### src/rtl/ge_prog_exec.sv
// Sequential interpreter for 4-register GE straight-line programs.
// Buffers an instruction stream, then executes one instruction per cycle on sampled operands.
module ge_prog_exec #(
    parameter int unsigned WIDTH   = 16,
    parameter int unsigned MAX_LEN = 64
) (
    input  logic             clk,
    input  logic             rst_n,
    input  logic [WIDTH-1:0] a1,
    input  logic [WIDTH-1:0] a0,
    input  logic [WIDTH-1:0] b1,
    input  logic [WIDTH-1:0] b0,
    input  logic             ins_valid,
    output logic             ins_ready,
    input  logic [7:0]       ins_data,
    input  logic             ins_last,
    output logic             out_valid,
    input  logic             out_ready,
    input  logic             rerun,
    output logic [WIDTH-1:0] y3,
    output logic [WIDTH-1:0] y2,
    output logic [WIDTH-1:0] y1,
    output logic [WIDTH-1:0] y0,
    output logic             err
);

    localparam int unsigned AW = $clog2(MAX_LEN);
    localparam int unsigned LW = AW + 1;
    localparam logic [LW-1:0] LEN_FULL = LW'(MAX_LEN);

    typedef enum logic [1:0] {
        S_IDLE,
        S_LOAD,
        S_RUN,
        S_DONE
    } state_e;

    state_e           state_q;
    logic [LW-1:0]    len_q;
    logic [AW-1:0]    pc_q;
    logic [WIDTH-1:0] r_q    [4];
    logic [WIDTH-1:0] opnd_q [4];
    logic [7:1]       prog_q [MAX_LEN];
    logic             ins_ready_q;
    logic             out_valid_q;
    logic             err_q;

    logic             beat_c;
    logic             start_c;
    logic             last_pc_c;
    logic [AW-1:0]    wr_idx_c;
    logic [1:0]       op_c;
    logic [1:0]       dst_idx_c;
    logic             src_in_c;
    logic [1:0]       src_idx_c;
    logic [WIDTH-1:0] src_c;
    logic [WIDTH-1:0] dst_c;
    logic [WIDTH-1:0] res_c;
    logic             unused_rsvd_c;

    // Bit 0 of an instruction is reserved and never stored.
    assign unused_rsvd_c = ins_data[0];

    // Handshake qualifiers and decode/execute of the instruction at pc.
    always_comb begin
        beat_c    = ins_valid & ins_ready_q;
        start_c   = (beat_c & ins_last) | ((state_q == S_DONE) & out_ready & rerun);
        last_pc_c = ({1'b0, pc_q} == (len_q - LW'(1)));
        wr_idx_c  = (state_q == S_IDLE) ? '0 : len_q[AW-1:0];

        op_c      = prog_q[pc_q][7:6];
        dst_idx_c = prog_q[pc_q][5:4];
        src_in_c  = prog_q[pc_q][3];
        src_idx_c = prog_q[pc_q][2:1];

        src_c = src_in_c ? opnd_q[src_idx_c] : r_q[src_idx_c];
        dst_c = r_q[dst_idx_c];
        res_c = '0;
        unique case (op_c)
            2'b00: res_c = dst_c & src_c;
            2'b01: res_c = dst_c | src_c;
            2'b10: res_c = dst_c ^ src_c;
            2'b11: res_c = (src_c == '0) ? WIDTH'(1) : '0;
            default: res_c = '0;
        endcase
    end

    // Instruction buffer; not reset, overflow beats are discarded.
    always_ff @(posedge clk) begin
        if (beat_c && ((state_q == S_IDLE) || (len_q < LEN_FULL))) begin
            prog_q[wr_idx_c] <= ins_data[7:1];
        end
    end

    // Control FSM, register file and operand copies.
    always_ff @(posedge clk) begin
        if (!rst_n) begin
            state_q     <= S_IDLE;
            len_q       <= '0;
            pc_q        <= '0;
            ins_ready_q <= 1'b0;
            out_valid_q <= 1'b0;
            err_q       <= 1'b0;
            for (int i = 0; i < 4; i++) begin
                r_q[i]    <= '0;
                opnd_q[i] <= '0;
            end
        end else begin
            unique case (state_q)
                S_IDLE: begin
                    ins_ready_q <= 1'b1;
                    if (beat_c) begin
                        err_q   <= 1'b0;
                        len_q   <= LW'(1);
                        state_q <= S_LOAD;
                    end
                end
                S_LOAD: begin
                    if (beat_c) begin
                        if (len_q == LEN_FULL) begin
                            err_q <= 1'b1;
                        end else begin
                            len_q <= len_q + LW'(1);
                        end
                    end
                end
                S_RUN: begin
                    r_q[dst_idx_c] <= res_c;
                    if (last_pc_c) begin
                        state_q     <= S_DONE;
                        out_valid_q <= 1'b1;
                    end else begin
                        pc_q <= pc_q + AW'(1);
                    end
                end
                S_DONE: begin
                    if (out_ready) begin
                        out_valid_q <= 1'b0;
                        ins_ready_q <= 1'b1;
                        state_q     <= S_IDLE;
                    end
                end
                default: state_q <= S_IDLE;
            endcase

            // Run start (last beat or rerun) overrides the per-state updates above.
            if (start_c) begin
                state_q     <= S_RUN;
                ins_ready_q <= 1'b0;
                out_valid_q <= 1'b0;
                pc_q        <= '0;
                opnd_q[0]   <= a0;
                opnd_q[1]   <= a1;
                opnd_q[2]   <= b0;
                opnd_q[3]   <= b1;
                r_q[0]      <= a0;
                r_q[1]      <= a1;
                r_q[2]      <= b0;
                r_q[3]      <= b1;
            end
        end
    end

    assign ins_ready = ins_ready_q;
    assign out_valid = out_valid_q;
    assign err       = err_q;
    assign y0        = r_q[0];
    assign y1        = r_q[1];
    assign y2        = r_q[2];
    assign y3        = r_q[3];

endmodule

### config.mk
export PLATFORM = sky130hd
export DESIGN_NAME = ge_prog_exec
export DESIGN_NICKNAME = d
export VERILOG_FILES = /design/src/rtl/ge_prog_exec.sv
export SDC_FILE = /design/constraint.sdc
export NUM_CORES = 1
export LEC_CHECK = 0
export ABC_CLOCK_PERIOD_IN_PS = 9200
export CORE_ASPECT_RATIO = 0.5
export CORE_MARGIN = 3
export CORE_UTILIZATION = 50
export DETAILED_ROUTE_END_ITERATION = 16
export PLACE_DENSITY = 0.8
export SKIP_LAST_GASP = 1
export SLEW_MARGIN = 5
export SYNTH_ARGS = -nofsm -noshare
export SYNTH_HDL_FRONTEND = slang
export SYNTH_SLANG_ARGS = --single-unit
### constraint.sdc
create_clock -name clk -period 9.2 [get_ports clk]
set_input_delay 0.92 -clock clk [delete_from_list [all_inputs] [get_ports clk]]
set_output_delay 0.92 -clock clk [all_outputs]
set_load 0.005 [all_outputs]
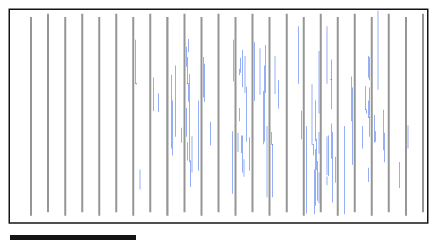
met4.png
Bar = 100 µm. Supply wires on this layer in grey.
nets with wire on the layer: 55
longest straight run: 70.0 µm
via count: 15700
final WL: 65.5 mm

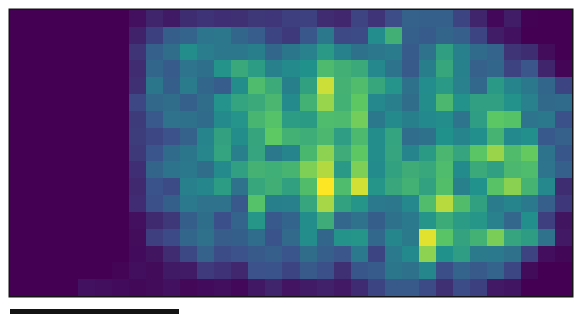
wire_density.png
Bar = 100 µm. The die is cut into 33 by 17 equal tiles; dark purple is low, yellow is high, scaled to the fullest tile. Values are wire area over tile area, all layers added.
densest ninth of the die: centre
tiles over half the peak: 23%
emptiest ninth of the die: lower left
fullest tile: 0.64
Tot GR Track Use: 23.1%
DR WL/cell: 26.1 µm

==> flow_metrics.env <==
# physical design summary
export IMPL_drt_met1_wl_mm=25.2
export IMPL_die_x_um=332
export IMPL_fin_cells=2511
export IMPL_pre_cts_ws_ns=3.44
export IMPL_wl_met3_mm=6.14
export IMPL_largest_reg_flops=448
export IMPL_hold_class="flop to flop"
export IMPL_grt_max_degree=65
export IMPL_worst_setup_path_type="flop to flop"
export IMPL_flops=600
export IMPL_postCtsHoldBufs=0
export IMPL_drv_slew=0
export IMPL_leakagePower_nw=10.5
export IMPL_nNetsFinal=1887
export IMPL_maxPowerGroup="sequential cells"
export IMPL_combinationalPower_mw=1.57
export IMPL_taps=701
export IMPL_ys_seq_share_pct=66.8
export IMPL_top_layer="met4"
export IMPL_ys_cells=1641
export IMPL_status="complete, no violations"
export IMPL_drc=0
export IMPL_syn_area_per_cell_um2=16.2
export IMPL_mux_area_share_pct=15.3
export IMPL_layout_top_cells="edfxtp_1, clkdlybuf4s50_1, nor2_1, mux2i_1, mux4_2"
export IMPL_ys_top_cells_by_area="edfxtp_1, mux4_2, mux2i_1"
export IMPL_synthTopCellsByCount="edfxtp_1, nor2_1, mux2i_1"
export IMPL_critical_path_arrival_ns=6.20
export IMPL_crit_buf_inv=3
export IMPL_busiest_layer="met2"
export IMPL_hpwl_mm=40.2
export IMPL_synthAoiAreaFrac_pct=6.32
export IMPL_final_area_um2=30300
export IMPL_first_iter_violations=2074
export IMPL_worstMarginPinSlew_ns=1.21
export IMPL_critPathTopFamily="AND-OR/OR-AND gates"
export IMPL_grt_ovfl_total=0
export IMPL_max_stage_delay_ns=0.87
export IMPL_buf_share_pct=5.17
export IMPL_cap_viol_max_count=0
export IMPL_place_congestion=0.840
export IMPL_nClkBuffers=60
export IMPL_fillers=3826
export IMPL_use_met3_pct=4.14
export IMPL_io_buffers=143
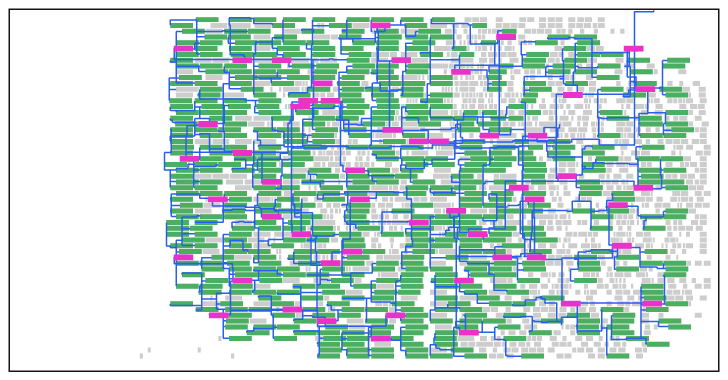
clock_map.png
legend:
  cells driving clock nets:
    colour: magenta
    count: 52
  flip-flops:
    colour: green
    count: 600
  clock wires:
    colour: blue
    length: 6290 µm
routed clock nets: 53
final setup skew: 0.0371 ns
worst-skew pair later-pin latency: 0.62 ns
clock group total power: 2.24 mW
share of total power in the clock network: 31.8%

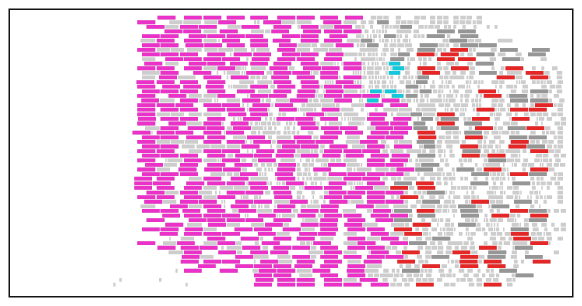
registers.png
legend:
  `r_q`:
    colour: red
    flops: 64
    where: a column on the right
  `prog_q`:
    colour: magenta
    flops: 448
  `len_q`:
    colour: cyan
    flops: 7

No activity file was given, so power comes from the tool's default toggle rates.
